Design nn_result_streamer_flat, sky130hd; sources not shown.
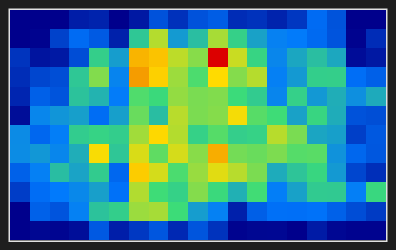
Run 1: routed metal per tile
Drawn at 4 px/um. 19 x 12 tiles, from dark blue (low) to red (high), scaled to the fullest tile. Values are wire area over tile area, all layers added.
nearly empty tiles: 8.8%
tiles over half the peak: 25%
densest ninth of the die: middle
average wire per cell in the routed design: 16.08 um
overall routing resource usage: 25.86%

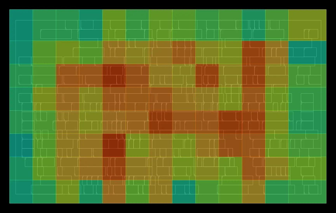
Run 1: track usage over the die
final core area utilization: 75.74%
grt met3 use: 8.000%

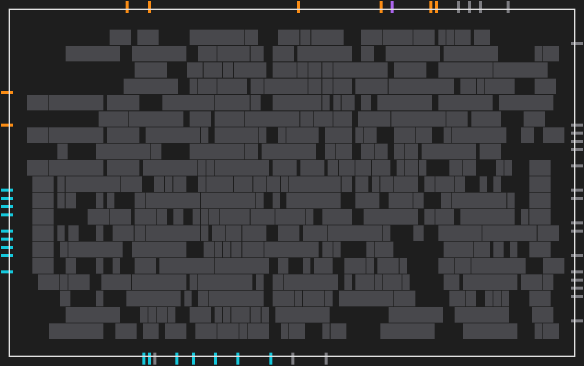
Run 1: pin map
Drawn at 6 px/um. Pins as bars across the die edge, other pins in grey.
| port | colour | pins | direction | edge |
|---|---|---|---|---|
| bus_opm_dout | cyan | 16 | input | 9 left, 7 bottom |
| nn_finish | purple | 1 | input | top |
| bus_opm_offset | orange | 8 | output | 6 top, 2 left |
all pins by edge: 16 right, 11 top, 11 left, 10 bottom
Die Y: 57.60 um
IO Port Bufs: 39

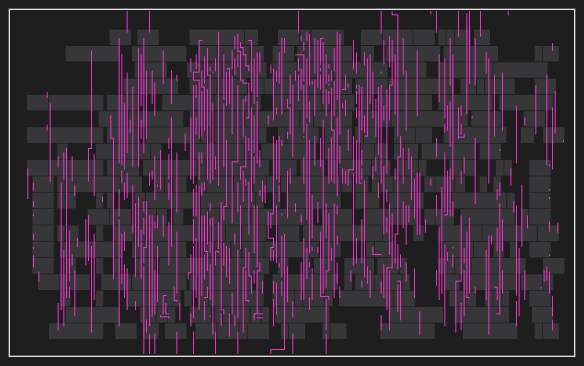
Run 1: M2 wires
Drawn at 6 px/um.
nets with wire on the layer: 279
main direction: vertical
longest straight run: 28.9 um
vias: 2,075
post-detailed-routing wire length: 6.173 mm
GR Util met2: 38.51%

==> impl_report.txt, run 1 <==
==== FLOW RESULTS ====
----------------------------------------------------
[Synthesis]
  Seq share, synth ........................ 50.38%
  Top_reg_cell synth ........................ dfrtp_1
  Number of register bits inferred by synthesis ........................ around 57
  Chip Area, Yosys ........................ ~0.0028 mm2
  Number of distinct library cells after synthesis ........................ 49
  Post-synthesis instance area ........................ 0.002831 mm2
  Top cells by instance count after synthesis ........................ dfrtp_1 (57), nand2_1 (40), nor2_1 (20)
  Per-instance average area after synthesis ........................ between 10 and 15 um2
  Count of mapped cells out of synthesis ........................ around 260

[Cells and area]
  Register share of the cell area ........................ just over 40%
  Number of sequential cells ........................ 57
  Fraction of final layout cells with drive strength greater than 1 ........................ around 20%
  Most frequent standard cell in the layout excluding fill and tap cells ........................ dfrtp_1
  Area share of buffers outside the clock network ........................ between 10% and 20%
  Clock Network Area Fraction ........................ 5.503%
  Bufs w/o clock ........................ about 60
  Commonest non-fill, non-tap cells in the layout ........................ dfrtp_1 (57), nand2_1 (40), clkdlybuf4s50_1 (38), nor2_1 (20), o21ai_0 (15)
  Final standard cell count with taps included and fillers excluded ........................ 384
  Multi-input gate area in the final layout ........................ about 0.0013 mm2
  # clk buffers ........................ 12
  Max reg flops ........................ 16
  Logic gate fraction of the total cell area ........................ between 30% and 40%
  Inverter tally of the final layout excluding the clock network ........................ 2
  Number of nets at the end of the flow ........................ between 300 and 400
  Number of diodes ........................ 0

[Critical path]
  Critical-path cell list ........................ buf_6, buf_2, and3_1, clkdlybuf4s50_1
  Critical path endpoint category ........................ output port
  Largest delay share family, worst path ........................ buffers and inverters
  Worst path required time ........................ ~3.1 ns
  Setup Crit Path Kind ........................ reg -> out
  Worst path max stage delay ........................ between 0.6 and 0.7 ns
  Arrival time at the worst endpoint ........................ 2.04 ns
  R2r worst-path depth ........................ 6
  Maximum fanout along the worst path ........................ 10

[Floorplanning]
  Chip area ........................ around 0.0054 mm2
  Die W ........................ between 90 and 100 um
  Tapcell count ........................ around 63
  Number of placed I/O pins ........................ 48
  Number of core rows ........................ 19

[STA]
  Summed negative setup slack over all endpoints ........................ 0 ns
  Max Transition Viols Final ........................ 0
  Transition time of the tightest slew-check pin ........................ ~0.53 ns
  Time the worst path needs with I/O delays and setup ........................ 2.612 ns
  Setup-violating endpoint count in the final report ........................ 0
  PnR worst setup slack ........................ between 1 and 1.5 ns
  Worst rel slew slack ........................ 64.38%
  Final hold viol count ........................ 0
  Worst Hold Slack ........................ 0.1558 ns

[Clock tree]
  Setup bufs post-CTS ........................ 0
  CTS buffer count ........................ 9
  H-tree depth reported by CTS ........................ 3
  TritonCTS clock tree ........................ done
  Clock Tree Root ........................ clkbuf_8
  Clock slew seen by the registers of the worst setup and hold paths ........................ approximately 0.060 ns
  Cell resize tally after clock tree synthesis ........................ 0
  Insertion Delay late pin ........................ 0.33 ns

[GRT]
  First-pass GRT wire length ........................ about 10 mm
  Vias in the first global route ........................ between 2k and 2.5k
  Aggregate global routing overflow ........................ 0
  Most utilized layer in the global route result ........................ met2
  Antenna violations before repair ........................ 0

[Run]
  Tool Warnings ........................ 26

[Worst hold path]
  Type of the worst min-delay path ........................ reg -> reg
  Cell depth of the worst hold path ........................ 0

[Drt]
  Met2 wire length ........................ roughly 2.9 mm
  DR iter-0 viols ........................ approximately 140
  Remaining DRCs ........................ 0
  Length of the first detailed-routing pass in iterations ........................ 4

[Power]
  Power per unit of standard cell area ........................ ~770 mW/mm2
  Static leakage ........................ 1.593 nW
  IR drop worst, VDD ........................ about 0.34 mV

[Outcome]
  Outcome ........................ finished, final reports clean

[Placement]
  Placed insts ........................ roughly 370
  Cell area after placement ........................ approximately 0.0033 mm2
  Post-placement setup slack ........................ ~1.4 ns

----------------------------------------------------
## run 1: report_power, final
group	total, mW	switching [mW]	internal [mW]
clock	0.570	0.228	0.342
sequential	1.02	0.181	0.842
combinational	1.15	0.623	0.526
## run 1: cell families after synthesis
| family | Yosys count | synth area share, % |
|---|---|---|
| xor gates and xnor gates | 8 | 2.475 |
| other | 1 | 0.1324 |
| DFF | 57 | 50.38 |
| adders and majority gates | 1 | 0.4418 |
| buffers and inverters | 21 | 5.170 |
| and+or+nand+nor | 94 | 18.47 |
| AOI/OAI and AO/OA | 49 | 11.18 |
| muxes | 27 | 11.75 |
## run 1: what timing repair did
action,in CTS,in global routing
endpoints found under the hold margin,21,0
endpoints found under the setup margin,0,0
hold buffers,1,0
## Run 2: what changed since run 1
--- a/config.mk
+++ b/config.mk
@@ -8,10 +8,10 @@
 export CAP_MARGIN = 40
 export CORE_ASPECT_RATIO = 0.6
 export CORE_MARGIN = 1.5
-export CORE_UTILIZATION = 57
+export CORE_UTILIZATION = 48
 export DETAILED_ROUTE_END_ITERATION = 7
 export GPL_TIMING_DRIVEN = 0
-export PLACE_DENSITY = 0.9
+export PLACE_DENSITY = 0.81
 export SETUP_SLACK_MARGIN = 0.3
 export SLEW_MARGIN = 10
 export SYNTH_ARGS = -nofsm -noshare
==> constraint.sdc (replaced) <==
create_clock -name clk -period 2.2 [get_ports clk]
set_clock_uncertainty 0.2 [all_clocks]
set_input_delay 0.22 -clock clk [delete_from_list [all_inputs] [get_ports clk]]
set_output_delay 0.22 -clock clk [all_outputs]
set_load 0.02 [all_outputs]
==> impl_report.txt, run 2 <==
==== FLOW RESULTS ====
----------------------------------------------------
[Synthesis]
  Area share of the largest cell type after synthesis ........................ between 50% and 60%
  XOR/XNOR Area Share ........................ 2.475% (unchanged)
  Async SR Flop Fraction ........................ 100.0%
  Fraction of the mapped netlist area in simple logic gates ........................ 18.47% (unchanged)
  Number of register bits inferred by synthesis ........................ 57 (unchanged)
  Top cells by instance count after synthesis ........................ dfrtp_1 (57), nand2_1 (40), nor2_1 (20)
  EDFF count, synth ........................ 0
  Post-synthesis instance area ........................ 0.002831 mm2 (unchanged)
  Yosys cell count ........................ about 260
  Syn. warnings ........................ 0
  Top_reg_cell synth ........................ dfrtp_1
  Per-instance average area after synthesis ........................ 10.97 um2 (unchanged)
  Adder-Cell Fraction of Synth Area ........................ 0.4419% (unchanged)
  Number of distinct library cells after synthesis ........................ 49 (unchanged)
  Cell types occupying the most area after synthesis ........................ dfrtp_1 (50%), nand2_1 (5.3%), mux2_4 (4.8%), mux2i_1 (4.6%), buf_4 (2.9%)
  Post-Synth AOI/OAI Area ........................ 11.18% (unchanged)
  Post-synthesis cell type with the largest combined area ........................ dfrtp_1
  Dominant combinational cell family by area after synthesis ........................ simple AND/OR/NAND/NOR gates
  Chip Area, Yosys ........................ 0.002831 mm2 (unchanged)
  Count of mapped cells out of synthesis ........................ 258 (unchanged)
  Cell with the most instances after synthesis ........................ dfrtp_1
  Seq share, synth ........................ 50.38% (unchanged)
  Proportion of synthesized area in mux cells ........................ 11.75% (unchanged)

[Placement]
  Placed insts ........................ 385 (+4.6%)
  Routability congestion estimate ........................ 0.8083
  IO Port Bufs ........................ 39 (unchanged)
  Cell area after placement ........................ 0.003374 mm2 (+0.97%)
  Hpwl dp ........................ ~4.0 mm
  Post-placement setup slack ........................ 0.1001 ns (-1.330 ns)

[Cells and area]
  Fraction of final layout cells with drive strength greater than 1 ........................ 27.73% (+7.8 points)
  Final core area utilization ........................ 69.23% (-6.5 points)
  Max reg flops ........................ 16 (unchanged)
  Number of nets at the end of the flow ........................ 355 (+5.0%)
  Area growth, synth to finish ........................ 37.47%
  Number of diodes ........................ 0 (unchanged)
  Post-Layout Inst Area ........................ about 0.004 mm2
  Final standard cell count with taps included and fillers excluded ........................ 419 (+9.1%)
  Commonest non-fill, non-tap cells in the layout ........................ dfrtp_1 (55), nand2_1 (40), clkdlybuf4s50_1 (36), buf_4 (24), nor2_1 (19)
  Most frequent standard cell in the layout excluding fill and tap cells ........................ dfrtp_1

[Clock tree]
  Clock slew seen by the registers of the worst setup and hold paths ........................ 0.07 ns (about the same)
  Worst-case clock buffer depth ........................ 2
  Insertion Delay late pin ........................ 0.34 ns (about the same)
  Number of buffers inserted for hold repair after clock tree synthesis ........................ 1 (unchanged)
  CTS buffer count ........................ 9 (unchanged)
  Clock Tree Root ........................ clkbuf_8
  Setup bufs post-CTS ........................ 10 (+10)
  TritonCTS clock tree ........................ done
  Cell resize tally after clock tree synthesis ........................ 15 (+15)
  Sink count of the clock tree ........................ between 50 and 60
  H-tree depth reported by CTS ........................ 3 (unchanged)

[Drt]
  DR iter-0 viols ........................ 124 (-13%)
  Average wire per cell in the routed design ........................ 16.25 um (+1.1%)
  Residual antenna-violating net count after detailed routing ........................ 0
  Remaining DRCs ........................ 0 (unchanged)
  Met3 Wirelength ........................ ~500 um
  Vias per inst ........................ around 5.1
  Met2 wire length ........................ 2.947 mm (+2.9%)
  Length of routed wiring on met1 ........................ between 3 and 4 mm
  Top routing layer in use ........................ met4
  Length of the first detailed-routing pass in iterations ........................ 4 (unchanged)

[Critical path]
  Setup crit start kind ........................ register
  Maximum fanout along the worst path ........................ 6 (-4)
  Number of buffers and inverters on the critical path ........................ 1
  Worst path max stage delay ........................ 0.46 ns (-0.15 ns)
  Largest delay share family, worst path ........................ simple AND/OR/NAND/NOR gates
  Slowest cell on crit path ........................ dfrtp_2
  Setup Crit Path Kind ........................ reg -> reg
  Critical-path cell list ........................ buf_12, nor4b_4, or2_4, o21ai_1, a22o_1, mux2_4
  Arrival time at the worst endpoint ........................ 2.06 ns (+0.02 ns)
  R2r worst-path depth ........................ 6 (unchanged)
  Number of cells on the critical path ........................ 6
  Setup slack on the worst flop-to-flop path ........................ between 0.15 and 0.2 ns
  Worst path required time ........................ 2.23 ns (-0.90 ns)
  Critical path endpoint category ........................ register

[GRT]
  First-pass GRT wire length ........................ 9.963 mm (-2.1%)
  Maximum number of pins on one net before global-route repair ........................ 37
  Grt met3 use ........................ 6.600% (-1.4 points)
  Aggregate global routing overflow ........................ 0 (unchanged)
  Most utilized layer in the global route result ........................ met1
  Vias in the first global route ........................ 1,934 (-5.6%)
  Antenna violations before repair ........................ 0 (unchanged)
  Routing usage on met1 ........................ approximately a third
  Overall routing resource usage ........................ 20.98% (-4.9 points)

[STA]
  Setup-violating endpoint count in the final report ........................ 0 (unchanged)
  Final hold viol count ........................ 0 (unchanged)
  Maximum clock frequency ........................ 0.4912 GHz
  Max Transition Viols Final ........................ 0 (unchanged)
  Summed negative setup slack over all endpoints ........................ 0 ns (unchanged)
  Transition time of the tightest slew-check pin ........................ 0.5163 ns (-0.01799 ns)
  Period utilization ........................ 92.54%
  Unrepaired setup endpoints after global routing ........................ true
  Time the worst path needs with I/O delays and setup ........................ around 2.0 ns
  Worst Hold Slack ........................ 0.1345 ns (-0.02127 ns)
  Worst rel slew slack ........................ 65.58% (+1.2 points)
  PnR worst setup slack ........................ 0.1642 ns (-0.9242 ns)

[Power]
  Static leakage ........................ 1.749 nW (+9.8%)
  Total power ........................ about 5.3 mW
  Power attributed to sequential cells ........................ 1.72 mW (+69%)
  Switching component of the power ........................ 1.949 mW (+89%)
  Power per unit of standard cell area ........................ 1363 mW/mm2 (+76%)
  Main power group ........................ combinational logic
  Reported combinational group power ........................ 2.38 mW (+110%)
  Switching Fraction ........................ 36.74% (-0.90 points)
  Internal power ........................ 3.356 mW (+96%)
  P_clk ........................ 1.21 mW (+110%)
  Reg power frac ........................ 32.5% (-4.8 points)
  Clock power frac ........................ 22.7% (+1.9 points)
  IR drop worst, VDD ........................ 0.5966 mV (+74%)
  Portion of total power attributed to combinational logic ........................ 44.8% (+2.9 points)

[Outcome]
  Outcome ........................ finished, final reports clean

[Worst hold path]
  Type of the worst min-delay path ........................ in -> reg
  Cell depth of the worst hold path ........................ 1 (+1)

[Floorplanning]
  Number of core rows ........................ 21 (+2)
  Init Core Util ........................ about half
  CORE AREA ........................ between 0.005 and 0.006 mm2
  Die Y ........................ 62.49 um (+8.5%)
  Chip area ........................ 0.006384 mm2 (+18%)
  Die W ........................ 102.2 um (+8.7%)
  Number of placed I/O pins ........................ 48 (unchanged)

[Run]
  Count of max-cap constraint violations ........................ 0
  Tool Warnings ........................ 28 (+7.7%)

----------------------------------------------------
-- run 2: cell counts after synthesis --
Identical to the previous run, type by type.
-- run 2: kinds of logic (layout without fill, tap and decap cells) --
group                    count (synthesis)  after routing
AND/OR/NAND/NOR                         94             94
flip-flops                              57             57
AND-OR/OR-AND                           49             49
multiplexers                            27             27
buffers and inverters                   21             95
XOR/XNOR                                 8              8
adder cells (fa/ha/maj)                  1              1
other                                    1              8
-- run 2: area by class of cell --
type	instances	area, um2
fillers	427	1730
flip-flops and latches	57	1429
multi-input cells	187	1380
repair buffers	58	578.1
plain buffers	19	155.1
clock buffers	10	137.6
clock inverters	6	105.1
well taps	80	100.1
inverters	2	7.507
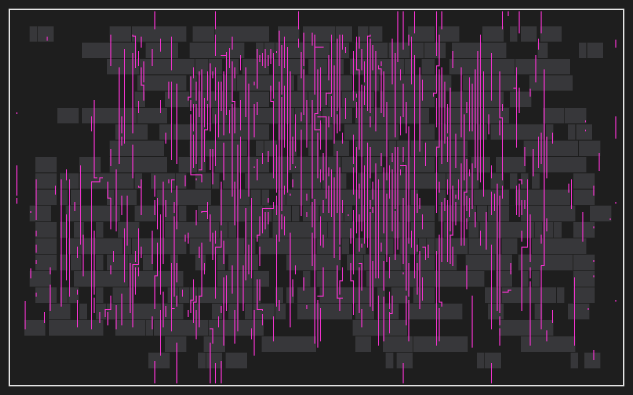
Run 2: M2 wires
Drawn at 6 px/um.
GR Util met2: 27.32%
vias: 2,138
post-detailed-routing wire length: 6.810 mm

Power and IR drop assume default switching activity.
